Fig. 1: metal 1
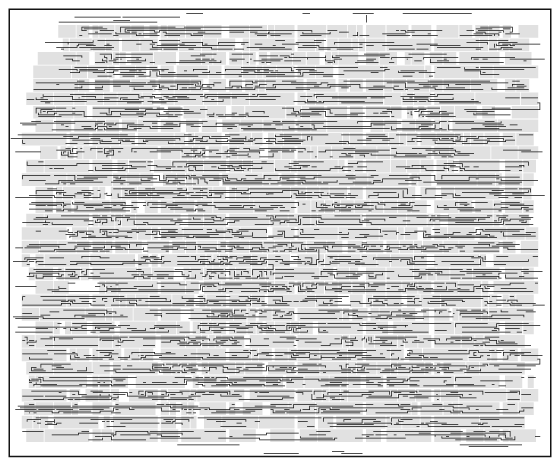
Fig. 2: placement density heat map
Scale bar: 20 um. 11 x 9 tiles, from dark blue (low) to red (high), 0 to 100% covered.
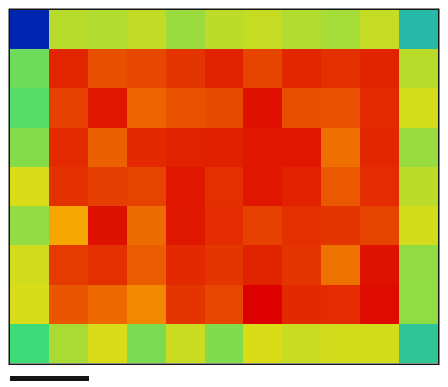
**src/rtl/argmax_stream_if.sv**
```systemverilog
// Streaming argmax handshake bundle.
//   i_valid / i_ready / i_logits : input beats, LANES signed logits per beat
//   o_valid / o_ready            : result handshake
//   o_class / o_max_logit        : index and value of the vector maximum
// slave modport is the argmax block, master modport is the surrounding logic.
interface argmax_stream_if #(
   parameter int unsigned DATA_WIDTH  = 16,
   parameter int unsigned NUM_CLASSES = 12,
   parameter int unsigned LANES       = 4
);
   localparam int unsigned CLS_W = ($clog2(NUM_CLASSES) > 1) ? $clog2(NUM_CLASSES) : 1;

   logic                          i_valid;
   logic                          i_ready;
   logic [LANES*DATA_WIDTH-1:0]   i_logits;
   logic                          o_valid;
   logic                          o_ready;
   logic [CLS_W-1:0]              o_class;
   logic signed [DATA_WIDTH-1:0]  o_max_logit;

   modport slave (
      input  i_valid, i_logits, o_ready,
      output i_ready, o_valid, o_class, o_max_logit
   );

   modport master (
      output i_valid, i_logits, o_ready,
      input  i_ready, o_valid, o_class, o_max_logit
   );
endinterface

```
**src/rtl/argmax_stream.sv**
```systemverilog
// Streaming argmax over NUM_CLASSES signed logits delivered LANES per beat.
//   clk, rst_n : clock, asynchronous active-low reset
//   bus        : argmax_stream_if.slave (input beats in, class/max result out)
// Each beat's lane maximum is merged into a running best; the last beat of a
// vector loads the output register. The lowest class index wins ties.
// Operating modes are implied by beat_cnt (IDLE/ACCUM) and o_valid (HOLD),
// which may overlap, so the state is held directly in those registers.
module argmax_stream #(
   parameter int unsigned DATA_WIDTH  = 16,
   parameter int unsigned NUM_CLASSES = 12,
   parameter int unsigned LANES       = 4
) (
   input logic            clk,
   input logic            rst_n,
   argmax_stream_if.slave bus
);
   localparam int unsigned BEATS  = NUM_CLASSES / LANES;
   localparam int unsigned CLS_W  = ($clog2(NUM_CLASSES) > 1) ? $clog2(NUM_CLASSES) : 1;
   localparam int unsigned CNT_W  = (BEATS > 1) ? $clog2(BEATS) : 1;
   localparam int unsigned LANE_W = (LANES > 1) ? $clog2(LANES) : 1;

   logic [CNT_W-1:0]             beat_cnt,  beat_cnt_n;
   logic signed [DATA_WIDTH-1:0] best_val,  best_val_n;
   logic [CLS_W-1:0]             best_idx,  best_idx_n;
   logic                         valid_q,   valid_n;
   logic [CLS_W-1:0]             class_q,   class_n;
   logic signed [DATA_WIDTH-1:0] max_q,     max_n;

   logic                         last_beat;
   logic                         in_xfer;
   logic                         out_xfer;
   logic signed [DATA_WIDTH-1:0] lane_best_val;
   logic [LANE_W-1:0]            lane_best_idx;
   logic [CLS_W-1:0]             beat_best_idx;
   logic signed [DATA_WIDTH-1:0] merged_val;
   logic [CLS_W-1:0]             merged_idx;

   // Handshake qualifiers; the last beat only stalls on an undrained result.
   assign last_beat   = (beat_cnt == CNT_W'(BEATS - 1));
   assign bus.i_ready = !(last_beat && valid_q && !bus.o_ready);
   assign in_xfer     = bus.i_valid && bus.i_ready;
   assign out_xfer    = valid_q && bus.o_ready;

   assign bus.o_valid     = valid_q;
   assign bus.o_class     = class_q;
   assign bus.o_max_logit = max_q;

   // Beat maximum; strict compare keeps the lowest lane on ties.
   always_comb begin
      lane_best_val = $signed(bus.i_logits[DATA_WIDTH-1:0]);
      lane_best_idx = '0;
      for (int unsigned k = 1; k < LANES; k++) begin
         if ($signed(bus.i_logits[k*DATA_WIDTH +: DATA_WIDTH]) > lane_best_val) begin
            lane_best_val = $signed(bus.i_logits[k*DATA_WIDTH +: DATA_WIDTH]);
            lane_best_idx = LANE_W'(k);
         end
      end
   end

   assign beat_best_idx = CLS_W'(beat_cnt) * CLS_W'(LANES) + CLS_W'(lane_best_idx);

   // Merge with running best; beat 0 loads unconditionally, later beats only
   // replace on strictly greater so earlier classes win ties.
   always_comb begin
      merged_val = best_val;
      merged_idx = best_idx;
      if ((beat_cnt == '0) || (lane_best_val > best_val)) begin
         merged_val = lane_best_val;
         merged_idx = beat_best_idx;
      end
   end

   // Next-state: beat counter, running best and output register.
   always_comb begin
      beat_cnt_n = beat_cnt;
      best_val_n = best_val;
      best_idx_n = best_idx;
      valid_n    = valid_q;
      class_n    = class_q;
      max_n      = max_q;
      if (out_xfer) begin
         valid_n = 1'b0;
      end
      if (in_xfer) begin
         beat_cnt_n = last_beat ? '0 : beat_cnt + CNT_W'(1);
         best_val_n = merged_val;
         best_idx_n = merged_idx;
         // A last beat coinciding with a drain reloads without a bubble.
         if (last_beat) begin
            valid_n = 1'b1;
            class_n = merged_idx;
            max_n   = merged_val;
         end
      end
   end

   // State register.
   always_ff @(posedge clk or negedge rst_n) begin
      if (!rst_n) begin
         beat_cnt <= '0;
         best_val <= '0;
         best_idx <= '0;
         valid_q  <= 1'b0;
         class_q  <= '0;
         max_q    <= '0;
      end else begin
         beat_cnt <= beat_cnt_n;
         best_val <= best_val_n;
         best_idx <= best_idx_n;
         valid_q  <= valid_n;
         class_q  <= class_n;
         max_q    <= max_n;
      end
   end
endmodule

```
**src/flat_wrapper.sv**
```systemverilog
// flat-port wrapper written by rule: the top's interface ports become plain ports
module argmax_stream_flat 
#(
   parameter int unsigned DATA_WIDTH  = 16,
   parameter int unsigned NUM_CLASSES = 12,
   parameter int unsigned LANES       = 4
)
  (clk, rst_n, bus_i_valid, bus_i_logits, bus_o_ready, bus_i_ready, bus_o_valid, bus_o_class, bus_o_max_logit);
  argmax_stream_if #(.DATA_WIDTH(DATA_WIDTH), .NUM_CLASSES(NUM_CLASSES), .LANES(LANES)) bus_i ();
  input logic clk;
  input logic rst_n;
  input wire logic [$bits(bus_i.i_valid)-1:0] bus_i_valid;
  input wire logic [$bits(bus_i.i_logits)-1:0] bus_i_logits;
  input wire logic [$bits(bus_i.o_ready)-1:0] bus_o_ready;
  output wire logic [$bits(bus_i.i_ready)-1:0] bus_i_ready;
  output wire logic [$bits(bus_i.o_valid)-1:0] bus_o_valid;
  output wire logic [$bits(bus_i.o_class)-1:0] bus_o_class;
  output wire logic [$bits(bus_i.o_max_logit)-1:0] bus_o_max_logit;
  assign bus_i.i_valid = bus_i_valid;
  assign bus_i.i_logits = bus_i_logits;
  assign bus_i.o_ready = bus_o_ready;
  assign bus_i_ready = bus_i.i_ready;
  assign bus_o_valid = bus_i.o_valid;
  assign bus_o_class = bus_i.o_class;
  assign bus_o_max_logit = bus_i.o_max_logit;
  argmax_stream #(.DATA_WIDTH(DATA_WIDTH), .NUM_CLASSES(NUM_CLASSES), .LANES(LANES)) u_core (.clk(clk), .rst_n(rst_n), .bus(bus_i));
endmodule
```
**config.mk**
```make
export PLATFORM = sky130hd
export DESIGN_NAME = argmax_stream_flat
export DESIGN_NICKNAME = d
export VERILOG_FILES = /design/src/rtl/argmax_stream_if.sv /design/src/rtl/argmax_stream.sv /design/src/flat_wrapper.sv
export SDC_FILE = /design/constraint.sdc
export NUM_CORES = 1
export LEC_CHECK = 0
export ABC_AREA = 0
export CAP_MARGIN = 15
export CORE_AREA = 2 2 107 88
export CTS_CLUSTER_DIAMETER = 50
export DETAILED_ROUTE_END_ITERATION = 12
export DIE_AREA = 0 0 109 90
export PLACE_DENSITY = 0.8
export RECOVER_POWER = 50
export SYNTH_ARGS = -nofsm -noshare
export SYNTH_HDL_FRONTEND = slang
export SYNTH_SLANG_ARGS = --single-unit
```
**constraint.sdc**
```tcl
create_clock -name clk -period 3.7 [get_ports clk]
set_clock_uncertainty 0.2 [all_clocks]
set_input_delay 0.37 -clock clk [delete_from_list [all_inputs] [get_ports clk]]
set_output_delay 0.37 -clock clk [all_outputs]
set_load 0.02 [all_outputs]
```
==> impl_metrics.env <==
# source this file to load flow results
export IMPL_status="complete, but fails checks"
export IMPL_violations="DRC, capacitance limit, slew limit, setup timing"
export IMPL_vdd_ir_drop_worst_uv=808.1
export IMPL_design_area_mm2=0.008192
export IMPL_r2r_start="u_core.best_val[9]"
export IMPL_cp_max_fo=24
export IMPL_sh_seq_area_pct=13.14
export IMPL_buffers=244
export IMPL_comb_area_mm2=0.004434
export IMPL_synth_area_per_cell_um2=8.375
export IMPL_fmax_mhz=107.3
export IMPL_setup_viol=40
export IMPL_htreeDepth=2
export IMPL_comb_share_pct=54.13
export IMPL_ys_cells=539
export IMPL_cts_root_buf="clkbuf_8"
export IMPL_r2r_cells=12
export IMPL_design_seq_count=43
export IMPL_worstSetupPathType="in -> reg"
export IMPL_max_slew_margin_rel_pct=-71.09
export IMPL_met1_length_um=8956
export IMPL_io_pins=90
export IMPL_holdBufCountCts=0
export IMPL_maxCapViolCount=1
export IMPL_hold_path_class="reg -> reg"
export IMPL_antenna_left=0
export IMPL_overflow=0
export IMPL_drc=3
export IMPL_min_to="u_core.bus.o_max_logit[10]"
export IMPL_yosysWarningCount=0
export IMPL_cts_sinks=43
export IMPL_slew_violations=44
export IMPL_nClkBuffers=5
export IMPL_layout_top_cell="buf_4"
export IMPL_drive_above_1_share_pct=49.22
export IMPL_die_x_um=109
export IMPL_rsz0062_at_grt="yes"
export IMPL_worst_slew_pin_slew_ns=2.566
export IMPL_synthCells=539
export IMPL_setup_slack_ns=-5.618
export IMPL_layout_nets=897
export IMPL_met3_usage_pct=10.51
export IMPL_drtPass1Iterations=13
export IMPL_layout_top_cells="buf_4 (126), clkdlybuf4s50_1 (62), nand2_1 (60), ha_1 (46), dfrtp_1 (43)"
## Picture notes: Fig. 1
The layer carries 8960 um of wire. The wires run mostly horizontal.
vias: 6672
Post-Route WL: 28160 um
global-route met1 utilization: 49.77%

## Picture notes: Fig. 2
The densest ninth of the die: centre. The fullest tile reaches 100%. The mean over all tiles is 82%. 64% of the tiles are over 75% full.
Core ar.: 0.008805 mm2
Core Util, Final: 93.04%
fp util: 51.27%

==> worst max-delay path, delay by kind of cell <==
family | cells | cell delay, ns
buffers and inverters | 7 | 1.02
adders and majority gates | 4 | 1.10
AOI/OAI and AO/OA | 15 | 3.18
muxes | 2 | 0.70
and+or+nand+nor | 11 | 2.87
==> registers in the layout, indices dropped and copies added, names as in the netlist <==
register / flops
u_core.best_idx: 4
u_core.bus.o_valid: 1
u_core.beat_cnt: 2
u_core.bus.o_max_logit: 16
u_core.bus.o_class: 4
u_core.best_val: 16
==> what timing repair did <==
action	CTS	global route
endpoints found under the setup margin	40	40
gates resized	279	78
cloned	5	0
pin swaps	78	47
buffers inserted	35	11
==> metrics by stage <==
step	TNS, ns	setup slack [ns]	hold WS, ns	util [%]	instances
3_3_place_gp	-201.83	-5.229	0.2614	73.01	829
3_5_place_dp	-214.91	-5.567	0.2695	73.01	829
6_report	-217.06	-5.618	0.3094	93.04	883
2_1_floorplan	-180.07	-4.647	-0.1256	-	539
4_1_cts	-169.65	-4.327	0.05601	88.08	874
5_1_grt	-226.84	-5.887	0.3119	93.04	883
==> worst max-delay path by stage <==
stage,start,endpoint,slack [ns],cells after the start
final,bus_i_logits[8],u_core.best_val[7],-5.62,39
after global routing,bus_i_logits[8],u_core.bus.o_max_logit[7],-5.89,42
after CTS,bus_i_logits[10],u_core.best_val[0],-4.33,41
after detailed placement,bus_i_logits[10],u_core.best_val[11],-5.57,43
after global placement,bus_i_logits[10],u_core.bus.o_max_logit[0],-5.23,41
after floorplan,bus_i_logits[10],u_core.bus.o_max_logit[0],-4.65,43
==> kinds of logic (layout without fill, tap and decap cells) <==
group / count (synthesis) / in the layout / share of synthesized area (%)
simple gates: 149 / 149 / 16.21
mux: 49 / 49 / 11.14
fa+ha+maj: 62 / 62 / 17.18
buf+inv: 78 / 304 / 7.262
compound gates: 156 / 159 / 23.97
xor+xnor: 2 / 2 / 0.3881
flops: 43 / 43 / 23.84
==> cell usage after synthesis (2+ instances only) <==
library cell | count | area [um2]
a21oi_1 | 21 | 105.1
inv_1 | 52 | 195.2
buf_6 | 4 | 45.04
or2_2 | 28 | 175.2
o31ai_1 | 3 | 22.52
a21o_1 | 6 | 45.04
o22ai_1 | 17 | 106.4
clkbuf_1 | 20 | 75.07
xor2_1 | 2 | 17.52
mux2i_1 | 42 | 420.4
dfrtp_1 | 43 | 1076
o211ai_1 | 2 | 15.01
ha_1 | 62 | 775.7
o221ai_1 | 29 | 254.0
o31ai_4 | 3 | 63.81
nor3_1 | 4 | 20.02
nand4_1 | 8 | 50.05
o21ai_1 | 28 | 140.1
nor2_1 | 16 | 60.06
nand2_1 | 67 | 251.5
a211oi_1 | 3 | 22.52
o21a_1 | 4 | 30.03
mux2_2 | 6 | 67.56
nand2b_1 | 5 | 31.28
o21ai_0 | 27 | 135.1
nor3b_1 | 2 | 15.01
nand3_1 | 3 | 15.01
o211a_1 | 2 | 20.02
nor2b_1 | 6 | 37.54
==> where the power goes <==
part	total, uW	leakage, uW	internal, uW	switching [uW]
registers	967	0.000527	697	270
clock network	376	0.0000408	136	240
logic	5440	0.00299	2380	3060
Power is estimated from default activity; no workload was simulated.
